Fig. 1: run 1, register map, names as in the netlist
Scale bar: 20 um. Other sequential cells in the stronger gray, the rest of the logic in the fainter gray.
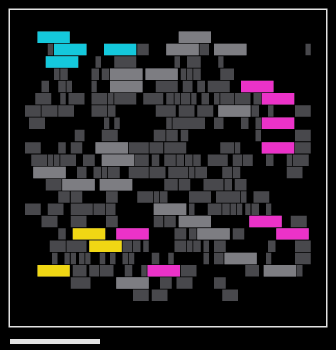
Fig. 2: run 1, routed metal per tile
Scale bar: 20 um. The die is cut into 14 by 14 equal tiles; dark blue is low, red is high, scaled to the fullest tile. Values are wire area over tile area, all layers added.
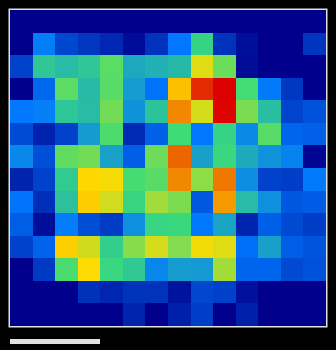
Fig. 3: run 1, signal wires on met1
Scale bar: 20 um.
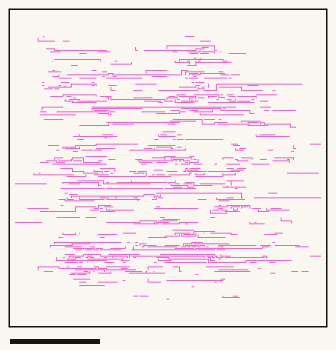
`src/rtl/div_reconstruct.sv`:
```
// Sequential shift-and-add reconstruction of a dividend: quot*divisor + rem.
// Define DIV_RECON_CHECK_EN to flag illegal remainder/divisor pairs on err.
module div_reconstruct #(
   parameter int N = 4
) (
   input  logic           clk,
   input  logic           rst,
   input  logic           start,
   input  logic [N-1:0]   quot,
   input  logic [N-1:0]   divisor,
   input  logic [N-1:0]   rem,
   output logic           busy,
   output logic           valid,
   output logic [2*N-1:0] dividend,
   output logic           err
);

   localparam int CW = $clog2(N + 1);

   typedef enum logic {
      IDLE,
      MUL
   } state_t;

   state_t         state_q, state_d;
   logic [2*N-1:0] acc_q, acc_d;
   logic [2*N-1:0] mcand_q, mcand_d;
   logic [N-1:0]   mplier_q, mplier_d;
   logic [CW-1:0]  cnt_q, cnt_d;
   logic [2*N-1:0] dividend_q, dividend_d;
   logic           valid_q, valid_d;
   logic [2*N-1:0] sum;

`ifdef DIV_RECON_CHECK_EN
   logic bad_q, bad_d;
   logic err_q, err_d;
`endif

   always_comb begin
      state_d    = state_q;
      acc_d      = acc_q;
      mcand_d    = mcand_q;
      mplier_d   = mplier_q;
      cnt_d      = cnt_q;
      dividend_d = dividend_q;
      valid_d    = 1'b0;
`ifdef DIV_RECON_CHECK_EN
      bad_d      = bad_q;
      err_d      = err_q;
`endif
      sum = mplier_q[0] ? acc_q + mcand_q : acc_q;
      unique case (state_q)
         IDLE: begin
            if (start) begin
               acc_d    = {{N{1'b0}}, rem};
               mcand_d  = {{N{1'b0}}, divisor};
               mplier_d = quot;
               cnt_d    = CW'(N);
               state_d  = MUL;
`ifdef DIV_RECON_CHECK_EN
               // Judged on the operands as accepted, not as they drift later.
               bad_d    = (divisor == '0) || (rem >= divisor);
`endif
            end
         end
         MUL: begin
            acc_d    = sum;
            mcand_d  = mcand_q << 1;
            mplier_d = mplier_q >> 1;
            cnt_d    = cnt_q - CW'(1);
            if (cnt_q == CW'(1)) begin
               dividend_d = sum;
               valid_d    = 1'b1;
               state_d    = IDLE;
`ifdef DIV_RECON_CHECK_EN
               err_d      = bad_q;
`endif
            end
         end
         default: state_d = IDLE;
      endcase
   end

   always_ff @(posedge clk) begin
      if (rst) begin
         state_q    <= IDLE;
         acc_q      <= '0;
         mcand_q    <= '0;
         mplier_q   <= '0;
         cnt_q      <= '0;
         dividend_q <= '0;
         valid_q    <= 1'b0;
`ifdef DIV_RECON_CHECK_EN
         bad_q      <= 1'b0;
         err_q      <= 1'b0;
`endif
      end else begin
         state_q    <= state_d;
         acc_q      <= acc_d;
         mcand_q    <= mcand_d;
         mplier_q   <= mplier_d;
         cnt_q      <= cnt_d;
         dividend_q <= dividend_d;
         valid_q    <= valid_d;
`ifdef DIV_RECON_CHECK_EN
         bad_q      <= bad_d;
         err_q      <= err_d;
`endif
      end
   end

   assign busy     = (state_q == MUL);
   assign valid    = valid_q;
   assign dividend = dividend_q;
`ifdef DIV_RECON_CHECK_EN
   assign err      = err_q;
`else
   assign err      = 1'b0;
`endif

endmodule

```
`config.mk`:
```
export PLATFORM = sky130hd
export DESIGN_NAME = div_reconstruct
export DESIGN_NICKNAME = d
export VERILOG_FILES = /design/src/rtl/div_reconstruct.sv
export SDC_FILE = /design/constraint.sdc
export NUM_CORES = 1
export LEC_CHECK = 0
export CAP_MARGIN = 20
export CORE_MARGIN = 3
export CORE_UTILIZATION = 41
export DETAILED_ROUTE_END_ITERATION = 16
export PLACE_DENSITY_LB_ADDON = 0.1
export SETUP_SLACK_MARGIN = 0.15
export SKIP_LAST_GASP = 1
export SLEW_MARGIN = 25
export SYNTH_ARGS = -nofsm -noshare
export SYNTH_HDL_FRONTEND = slang
export SYNTH_SLANG_ARGS = --single-unit
```
`constraint.sdc`:
```
create_clock -name clk -period 2.8 [get_ports clk]
set_input_delay 0.56 -clock clk [delete_from_list [all_inputs] [get_ports clk]]
set_output_delay 0.56 -clock clk [all_outputs]
set_load 0.005 [all_outputs]
```
==> flow_summary.ini, run 1 <==
; yosys + openroad results
[synthesis]
portion_of_synthesized_cell_area_occupied_by_the_leading_cell_type_pct = 39.37
synth.lib_cells_used.distinct = 37
synth-cells-yosys = 197
yosysWarningCount = 0
common_cells = 33 x sky130_fd_sc_hd__dfxtp_1, 25 x sky130_fd_sc_hd__nor2_1, 16 x sky130_fd_sc_hd__nand2_1
synthTopCellsByArea = sky130_fd_sc_hd__dfxtp_1 39%, sky130_fd_sc_hd__mux2i_1 7.8%, sky130_fd_sc_hd__ha_1 6.7%
syn-cell-area_sq_um = 1678
total_of_flip_flops_plus_latches_after_synthesis = 33
synthFlopType = sky130_fd_sc_hd__dfxtp_1
synth_dominant_cell_count = sky130_fd_sc_hd__dfxtp_1
number_of_flops_mapped_to_enable_cells_by_yosys = 0
syn-num-nets = 222
postSynth.asyncResetShare_pct = 0
synth-area-yosys_sq_um = 1678
postSynthAreaPerCell_sq_um = 8.517
synth.largest_area_cell = sky130_fd_sc_hd__dfxtp_1
synthesized_instance_count = 197
sequential_element_share_of_the_synthesized_area_pct = 39.37

[placement]
place_area_sq_um = 1954
dp_worst_setup_slack_ns = 0.7601
gp_routability_congestion = 0.8086
number_of_cells_after_detailed_placement = 260
io_buffer_count = 24
dpl.hpwl_um = 2720

[floorplanning]
die-height_um = 69.97
rows = 22
design.core.area_sq_um = 3799
io_pins = 26
dieArea_sq_um = 4896
die_w_um = 69.97
initial_core_util_pct = 44.17

[detailed_routing]
routed.top_layer = met4
met2_length_um = 1633
antenna_violating_nets_post_route = 0
dr_wl_met3_um = 162
detailroute.via_count = 1416
detail_route.wirelength.met1_um = 1807
via_per_inst = 5.303
detailedRoute.firstIterationViolations = 87
drcViolationCount = 0
wl_um = 3645
wl_per_cell_um = 13.65
firstDrtPassIters = 4

[final_timing]
worst_setup_slack_final_ns = 0.7512
final_period_minus_worst_setup_slack_ns = 2.049
slew_viol_final = 0
hold_viol_final = 0
maxClockFrequency_mhz = 488.1
number_of_failing_setup_endpoints_in_the_final_timing_report = 0
finalClockSkew_ns = 0.006472
timing.setup.tns_ns = 0
post-route-period-util_pct = 73.17
timing.max_slew.rel_slack_pct = 61.16
setup_repair_after_global_routing_missed_its_margin = false
worst_slew_pin_slew_ns = 0.5805
timing.hold.ws_ns = 0.4453

[finish]
layout-drive-gt1-share_pct = 5.479
antenna_cells = 0
post_layout_nonfiller_instances = 267
utilization_pct = 53.72
final_nets = 244
postLayoutCellArea_sq_um = 2041
area.growth.synth_to_final_pct = 21.63

[critical_path]
critical_path.cell_chain = ha_1, inv_1, fa_1, nor2b_4, o31a_1, o21a_1, or3_1, a31oi_1, o21ai_1
cp.arrival_ns = 2.21
critical_path_peak_fanout = 3
timing.rr.start = mcand_q[0]$_SDFFE_PP0P_
endpoint = dividend[6]$_SDFFE_PP0P_
worstReg2RegEnd = dividend[6]$_SDFFE_PP0P_
crit_slowest_cell = sky130_fd_sc_hd__dfxtp_1
cp_slowest_stage_delay_ns = 0.33
endpoint_kind = register
cp.buffers_inverters = 1
r2r_cells = 9
critical_path_depth = 9
critPathLaunchType = register
worstSetupStartpoint = mcand_q[0]$_SDFFE_PP0P_
reg2reg_setup_slack_ns = 0.75
critical_path_required_ns = 2.96
critPathKind = register to register
critPathTopFamily = AND-OR/OR-AND gates

[power_and_ir_drop]
static-leakage-power_nw = 0.7989
worst_ir_drop_vdd_v = 0.0002668
total_power_mw = 1.009
power_density_nw_per_um2 = 494.5

[run_status]
outcome = completed

[grt]
antenna_found_initial = 0
grt.busiest_layer = met2
grtUsageMet1_pct = 22.23
grtUsageTotal_pct = 15.96
grt_max_degree = 41
grt.met3_usage_pct = 4.892
grt_pass1_vias = 1323
grt_remaining_overflow = 0
global_route_wire_length_before_repair_um = 6292
use_met2_pct = 23.40

[clock_network]
gates_resized_cts_repair = 0
cts.clk_slew.worst_paths_ns = 0.06
numCtsBuffers = 5
clock_tree.root_cell = sky130_fd_sc_hd__clkbuf_8
max-clock-path-buffers = 2
clkLatencyLatePin_ns = 0.28
cts_hold_repair.buffers = 0
cts.htree.levels = 2
post_cts_buffers = 0
clock_sinks = 33
tritoncts = done

[hold_path]
hold_end = dividend[6]$_SDFFE_PP0P_
worst_hold_path_type = register to register
hold_path_startpoint = dividend[6]$_SDFFE_PP0P_
hold_path_depth = 2

[flow_run]
max_cap_violations = 0
warnings = 27
About Fig. 1:
legend:
  yellow:
    signal: cnt_q
    flops: 3
  magenta:
    signal: dividend
    flops: 8
  cyan:
    signal: mplier_q
    flops: 4
    where: upper left

About Fig. 2:
mean over tiles: 0.12
fullest tile: 0.41
densest ninth of the die: center
nearly empty tiles: 20%
tiles over half the peak: 22%

About Fig. 3:
longest straight run: 31.7 um
share of all routed wire: 50%

-- run 1: flip-flops by register name, summed over array words and instances (netlist names) --
signal / cells
mplier_q: 4
valid: 1
cnt_q: 3
mcand_q: 8
dividend: 8
busy: 1
acc_q: 8
-- run 1: report_power, final --
group | switching [mW] | total, mW | internal, mW
clock | 0.160 | 0.355 | 0.195
sequential | 0.0136 | 0.502 | 0.489
combinational | 0.0806 | 0.151 | 0.0708
total | 0.255 | 1.01 | 0.754
-- run 1: cells by family after synthesis --
kind of cell | count (synthesis) | share of synthesized area, %
compound gates | 53 | 20.06
xor+xnor | 4 | 2.088
fa+ha+maj | 10 | 7.905
buf+inv | 21 | 4.996
flops | 33 | 39.37
mux | 13 | 7.755
other cells | 1 | 0.2235
simple gates | 62 | 17.60
-- run 1: worst reg2reg max path, stage by stage (launching register included) --
cell	delay, ns
sky130_fd_sc_hd__dfxtp_1	0.33
sky130_fd_sc_hd__ha_1	0.21
sky130_fd_sc_hd__inv_1	0.07
sky130_fd_sc_hd__fa_1	0.25
sky130_fd_sc_hd__nor2b_4	0.06
sky130_fd_sc_hd__o31a_1	0.26
sky130_fd_sc_hd__o21a_1	0.18
sky130_fd_sc_hd__or3_1	0.33
sky130_fd_sc_hd__a31oi_1	0.18
sky130_fd_sc_hd__o21ai_1	0.07
-- run 1: final cells by class --
type / count / area [sq um]
clock buffers: 7 / 86.33
fillers: 345 / 1758
inverters: 8 / 30.03
multi-input cells: 143 / 933.4
flip-flops and latches: 33 / 660.6
well taps: 48 / 60.06
repair buffers: 28 / 270.3
-- run 1: cells in the final DEF, fill, tap and decap left out, drive strengths merged, types with 8 or more instances in the layout --
master	instances
dfxtp	33
nand2	16
inv	8
clkdlybuf4s50	24
nor2	25
mux2i	13
ha	9
o21ai	15
a21oi	14
==> run 2, diff against run 1 <==
clock period = 1.85 ns   (was 2.8 ns; I/O delays follow)
Fig. 4: run 2, routed metal per tile
Scale bar: 20 um. The die is cut into 14 by 14 equal tiles; dark blue is low, red is high, scaled to the fullest tile. Values are wire area over tile area, all layers added.
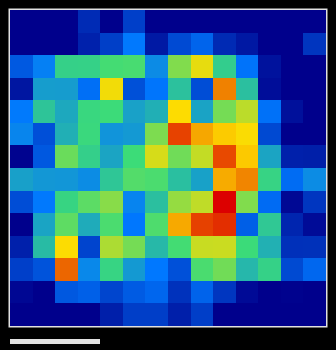
nearly empty tiles: 21%
mean over tiles: 0.12
fullest tile: 0.41
tiles over half the peak: 23%
densest ninth of the die: center

==> run 2 against run 1 <==
Effect of this change:
- the flow now finishes with violations (setup timing)
- first-iteration DRC count shrank 8.0%
- hold slack gained 0.010 ns
- die size is the same
- total power grew 58%
- cell count grew 4.9%
- synthesized area is the same
- global-route usage grew 0.94 points
- core utilization grew 6.0 points
- wire length grew 7.2%
- critical path depth is the same
- setup slack lost 0.80 ns
- clock power grew 55%
==> flow_summary.ini, run 2 <==
; yosys + openroad results
[final_timing]
hold_viol_final = 0
number_of_failing_setup_endpoints_in_the_final_timing_report = 1
timing.max_slew.rel_slack_pct = 64.11
setup_repair_after_global_routing_missed_its_margin = true
final_period_minus_worst_setup_slack_ns = 1.902
worst_slew_pin_slew_ns = 0.5363
slew_viol_final = 0
finalClockSkew_ns = 0.003429
worst_setup_slack_final_ns = -0.05227
post-route-period-util_pct = 102.8

[clock_network]
numCtsBuffers = 5
cts.htree.levels = 2
clock_tree.root_cell = sky130_fd_sc_hd__clkbuf_8
clkLatencyLatePin_ns = 0.28
cts.clk_slew.worst_paths_ns = 0.06
clock_sinks = 33
tritoncts = done

[finish]
clock_cell_share_of_area_pct = 3.806
seq_cell_count = 33
area.growth.synth_to_final_pct = 35.20
flop_area_sq_um = 674.4
lay_top_count = sky130_fd_sc_hd__nor2_1
inv_count = 8
fillerInstances = 342
seq-cell-share_pct = 29.73
layout-drive-gt1-share_pct = 20.26
clock_buffer_count = 7
logic_gates = 143
final_nets = 257
comb-cell-share_pct = 45.56

[grt]
grt_remaining_overflow = 0
grtUsageTotal_pct = 16.90
grt_max_degree = 25
global_route_wire_length_before_repair_um = 6693
grt_pass1_vias = 1446
antenna_found_initial = 0

[critical_path]
critPathKind = register to register
reg2reg_setup_slack_ns = -0.05
critical_path_peak_fanout = 2
cp.buffers_inverters = 1
critical_path.cell_chain = ha_4, inv_2, fa_2, nor2b_4, o31a_1, o21a_1, or3_1, a31oi_1, o21ai_1
endpoint_kind = register
critPathLaunchType = register
cp.arrival_ns = 2.07
cp_slowest_stage_delay_ns = 0.34
critPathTopFamily = AND-OR/OR-AND gates

[synthesis]
synthesized_instance_count = 197
postSynthAreaPerCell_sq_um = 8.517
sequential_element_share_of_the_synthesized_area_pct = 39.37
total_of_flip_flops_plus_latches_after_synthesis = 33
synth.largest_area_cell = sky130_fd_sc_hd__dfxtp_1
syn-cell-area_sq_um = 1678
synth-cells-yosys = 197
yosysWarningCount = 0
syn-num-nets = 222
postSynth.asyncResetShare_pct = 0
number_of_flops_mapped_to_enable_cells_by_yosys = 0
portion_of_synthesized_cell_area_occupied_by_the_leading_cell_type_pct = 39.37
common_cells = 33 x sky130_fd_sc_hd__dfxtp_1, 25 x sky130_fd_sc_hd__nor2_1, 16 x sky130_fd_sc_hd__nand2_1
synth.lib_cells_used.distinct = 37

[floorplanning]
dieArea_sq_um = 4896
rows = 22
initial_core_util_pct = 44.17
taps = 48
io_pins = 26
die_w_um = 69.97

[detailed_routing]
wl_per_cell_um = 13.95
drcViolationCount = 0
detailedRoute.firstIterationViolations = 80
detailroute.via_count = 1465
firstDrtPassIters = 4
antenna_violating_nets_post_route = 0

[placement]
dp_worst_setup_slack_ns = -0.07273
dpl.hpwl_um = 2790

[run_status]
outcome = finished with violations
failing_checks = setup timing

[power_and_ir_drop]
power_density_nw_per_um2 = 703.6
worst_ir_drop_vdd_v = 0.0004008

[flow_run]
warnings = 30
max_cap_violations = 0
Fig. 5: run 2, signal wires on met1
Scale bar: 20 um.
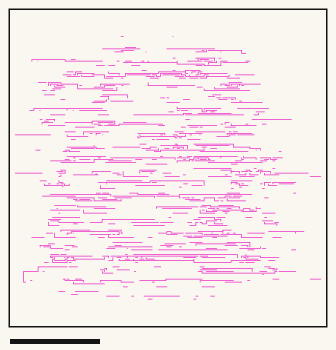
share of all routed wire: 46%
wire length on this layer: 1,800 um
main direction: horizontal
longest straight run: 23.0 um

## run 2: cell counts after synthesis
No cell type changed its count.
## run 2: timing repair
item,CTS,global route
pin swaps,7,5
gates resized,11,8
endpoints found under the setup margin,5,11
setup buffers,1,0
## run 2: cells by family (layout without fill, tap and decap cells)
| kind of cell | Yosys count | after routing | share of synthesized area, % |
|---|---|---|---|
| flops | 33 | 33 | 39.37 |
| buf+inv | 21 | 56 | 4.996 |
| compound gates | 53 | 53 | 20.06 |
| simple gates | 62 | 62 | 17.60 |
| xor+xnor | 4 | 4 | 2.088 |
| mux | 13 | 13 | 7.755 |
| other cells | 1 | 1 | 0.2235 |
| fa+ha+maj | 10 | 10 | 7.905 |
## run 2: path summary, 6_finish.rpt
check	from	end	depth (start not counted)
setup / recovery	acc_q[0]$_SDFFE_PP0P_	dividend[6]$_SDFFE_PP0P_	9
hold / removal	dividend[6]$_SDFFE_PP0P_	dividend[6]$_SDFFE_PP0P_	2
setup reg to reg	acc_q[0]$_SDFFE_PP0P_	dividend[6]$_SDFFE_PP0P_	9
hold reg to reg	dividend[6]$_SDFFE_PP0P_	dividend[6]$_SDFFE_PP0P_	2
## run 2: power by group
group | switching [mW] | internal (mW)
Combinational | 0.133 | 0.148
Clock | 0.254 | 0.295
Sequential | 0.0266 | 0.740
## run 2: stage by stage
stage	std cells	TNS, ns	cell area, sq um	hold slack, ns
after floorplan	197	-0.01271	1703	0.4419
after global placement	272	-0.03683	2082	0.4314
after detailed placement	272	-0.07732	2082	0.4490
after CTS	280	-0.03824	2223	0.4600
after global routing	280	-0.2487	2268	0.4889
final	280	-0.05227	2268	0.4555
## run 2: metal layers
metal,routed length [um],share of wire [%],global-route usage (%)
met1,1799,46,20.95
met2,1962,50,28.96
met3,107,2.7,3.597
met4,38,0.97,5.532
met5,0,0,0
==> run 3, diff against run 2 <==
CORE_UTILIZATION = 45   (was 41)
clock period = 1.8 ns   (was 1.85 ns; I/O delays follow)
==> run 3 against run 2 <==
Effect of this change:
- the flow still finishes with violations (setup timing)
- setup slack got worse by 0.098 ns
- clock power fell by 9.5%
- combinational power rose by 11%
- clock skew rose by 0.0014 ns
- first-iteration DRC count rose by 36%
- die size fell by 8.1%
- hold slack got worse by 0.010 ns
- non-clock buffer count rose by 9
- wire length rose by 0.23%
- core utilization rose by 7.9 points
- critical path type unchanged
- largest power group unchanged
==> flow_summary.ini, run 3 <==
; yosys + openroad results
[critical_path]
critical_path_required_ns = 1.95
crit_slowest_cell = sky130_fd_sc_hd__dfxtp_2
critPathTopFamily = AND-OR/OR-AND gates
critical_path_depth = 9
endpoint_kind = register
r2r_cells = 9
cp.arrival_ns = 2.10
critPathKind = register to register
critical_path.cell_chain = ha_4, inv_2, fa_2, nor2b_4, o31a_1, o21a_1, or3_4, a31oi_1, o21ai_1
critical_path_peak_fanout = 2

[power_and_ir_drop]
seq_power_share_pct = 49.3
power_density_nw_per_um2 = 680.7
power_report.internal_total_mw = 1.184
total_power_mw = 1.597
combPwrFrac_pct = 19.6

[final_timing]
slew_viol_final = 0
number_of_failing_setup_endpoints_in_the_final_timing_report = 4
worst_setup_slack_final_ns = -0.1500
hold_viol_final = 0
timing.setup.tns_ns = -0.2319
final_period_minus_worst_setup_slack_ns = 1.950
finalClockSkew_ns = 0.004789

[synthesis]
total_of_flip_flops_plus_latches_after_synthesis = 33
yosysWarningCount = 0
synthTopCellsByArea = sky130_fd_sc_hd__dfxtp_1 39%, sky130_fd_sc_hd__mux2i_1 7.8%, sky130_fd_sc_hd__ha_1 6.7%
postSynth.asyncResetShare_pct = 0
syn-num-nets = 222
synth-cells-yosys = 197
number_of_flops_mapped_to_enable_cells_by_yosys = 0
syn-cell-area_sq_um = 1678
synth.lib_cells_used.distinct = 37

[finish]
seq-cell-share_pct = 28.85
logic_gates = 143
lay_top_count = sky130_fd_sc_hd__nor2_1
post_layout_nonfiller_instances = 286
dominant-cell-class = combinational gates
clock_cell_share_of_area_pct = 3.147
signal_buffers = 50
postLayoutCellArea_sq_um = 2346
area_share_nonclk_buffers_pct = 19.57
logic_area_sq_um = 1049

[run_status]
failing_checks = setup timing
outcome = finished with violations

[grt]
grtUsageTotal_pct = 20.15
grt_pass1_vias = 1460
grt_remaining_overflow = 0
grt_max_degree = 27
antenna_found_initial = 0

[clock_network]
max-clock-path-buffers = 2
clkLatencyLatePin_ns = 0.28
cts_hold_repair.buffers = 0

[floorplanning]
io_pins = 26
initial_core_util_pct = 48.38
die_w_um = 67.06
taps = 46
rows = 21
design.core.area_sq_um = 3468

[detailed_routing]
antenna_violating_nets_post_route = 0
wl_per_cell_um = 13.69
firstDrtPassIters = 4
detailroute.via_count = 1512
drcViolationCount = 0

[placement]
dpl.hpwl_um = 2760
place_area_sq_um = 2107
number_of_cells_after_detailed_placement = 272

[hold_path]
worst_hold_path_type = register to register
==> run 3: netlist changes by cell type in the layout (fill, tap and decap cells not counted), sizes merged <==
cell / previous run / this run
clkbuf: 7 / 5
clkinv: 0 / 1
buf: 17 / 26
==> run 3: final timing paths <==
check,start,end,slack [ns]
hold reg to reg,dividend[7]$_SDFFE_PP0P_,dividend[7]$_SDFFE_PP0P_,0.45
hold / removal,dividend[7]$_SDFFE_PP0P_,dividend[7]$_SDFFE_PP0P_,0.45
setup reg to reg,acc_q[0]$_SDFFE_PP0P_,dividend[6]$_SDFFE_PP0P_,-0.15
setup / recovery,acc_q[0]$_SDFFE_PP0P_,dividend[6]$_SDFFE_PP0P_,-0.15
==> run 3: timing repair <==
item                                    CTS  global route
pin swaps                                11             6
gates resized                            16            10
buffers inserted                          5             3
endpoints found under the setup margin    6            10
==> run 3: power by group through the flow <==
| stage | logic, mW | registers, mW | clock network (mW) |
|---|---|---|---|
| floorplan | 0.163 | 0.795 | 0 |
| global placement | 0.260 | 0.796 | 0 |
| detailed placement | 0.268 | 0.799 | 0 |
| CTS | 0.295 | 0.787 | 0.510 |
| global route | 0.346 | 0.790 | 0.547 |
| finish | 0.312 | 0.787 | 0.497 |
==> run 3: metal layers <==
metal	vias to the layer above	track usage [%]	routed length [um]
met5	-	0	0
met4	0	7.342	61
met3	7	5.734	159
met2	39	35.21	1937
met1	689	23.02	1757
li1	777	-	-
==> run 3: cells by family after synthesis <==
kind of cell / count (synthesis) / share of synthesized area, %
and+or+nand+nor: 62 / 17.60
other: 1 / 0.2235
muxes: 13 / 7.755
adders and majority gates: 10 / 7.905
xor gates and xnor gates: 4 / 2.088
buffers and inverters: 21 / 4.996
DFF: 33 / 39.37
AOI/OAI and AO/OA: 53 / 20.06
Fig. 6: run 3, routed metal per tile
Scale bar: 20 um. The die is cut into 13 by 13 equal tiles; dark blue is low, red is high, scaled to the fullest tile. Values are wire area over tile area, all layers added.
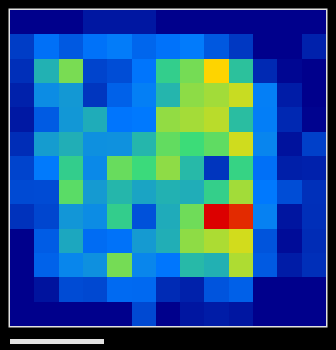
mean over tiles: 0.14
tiles over half the peak: 14%
nearly empty tiles: 18%
densest ninth of the die: center
fullest tile: 0.56

Fig. 7: run 3, signal wires on met1
Scale bar: 20 um.
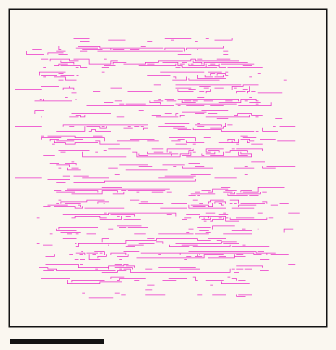
nets with wire on the layer: 240
longest straight run: 23.9 um
share of all routed wire: 45%
wire length on this layer: 1,760 um
main direction: horizontal

No activity file was given, so power comes from the tool's default toggle rates.
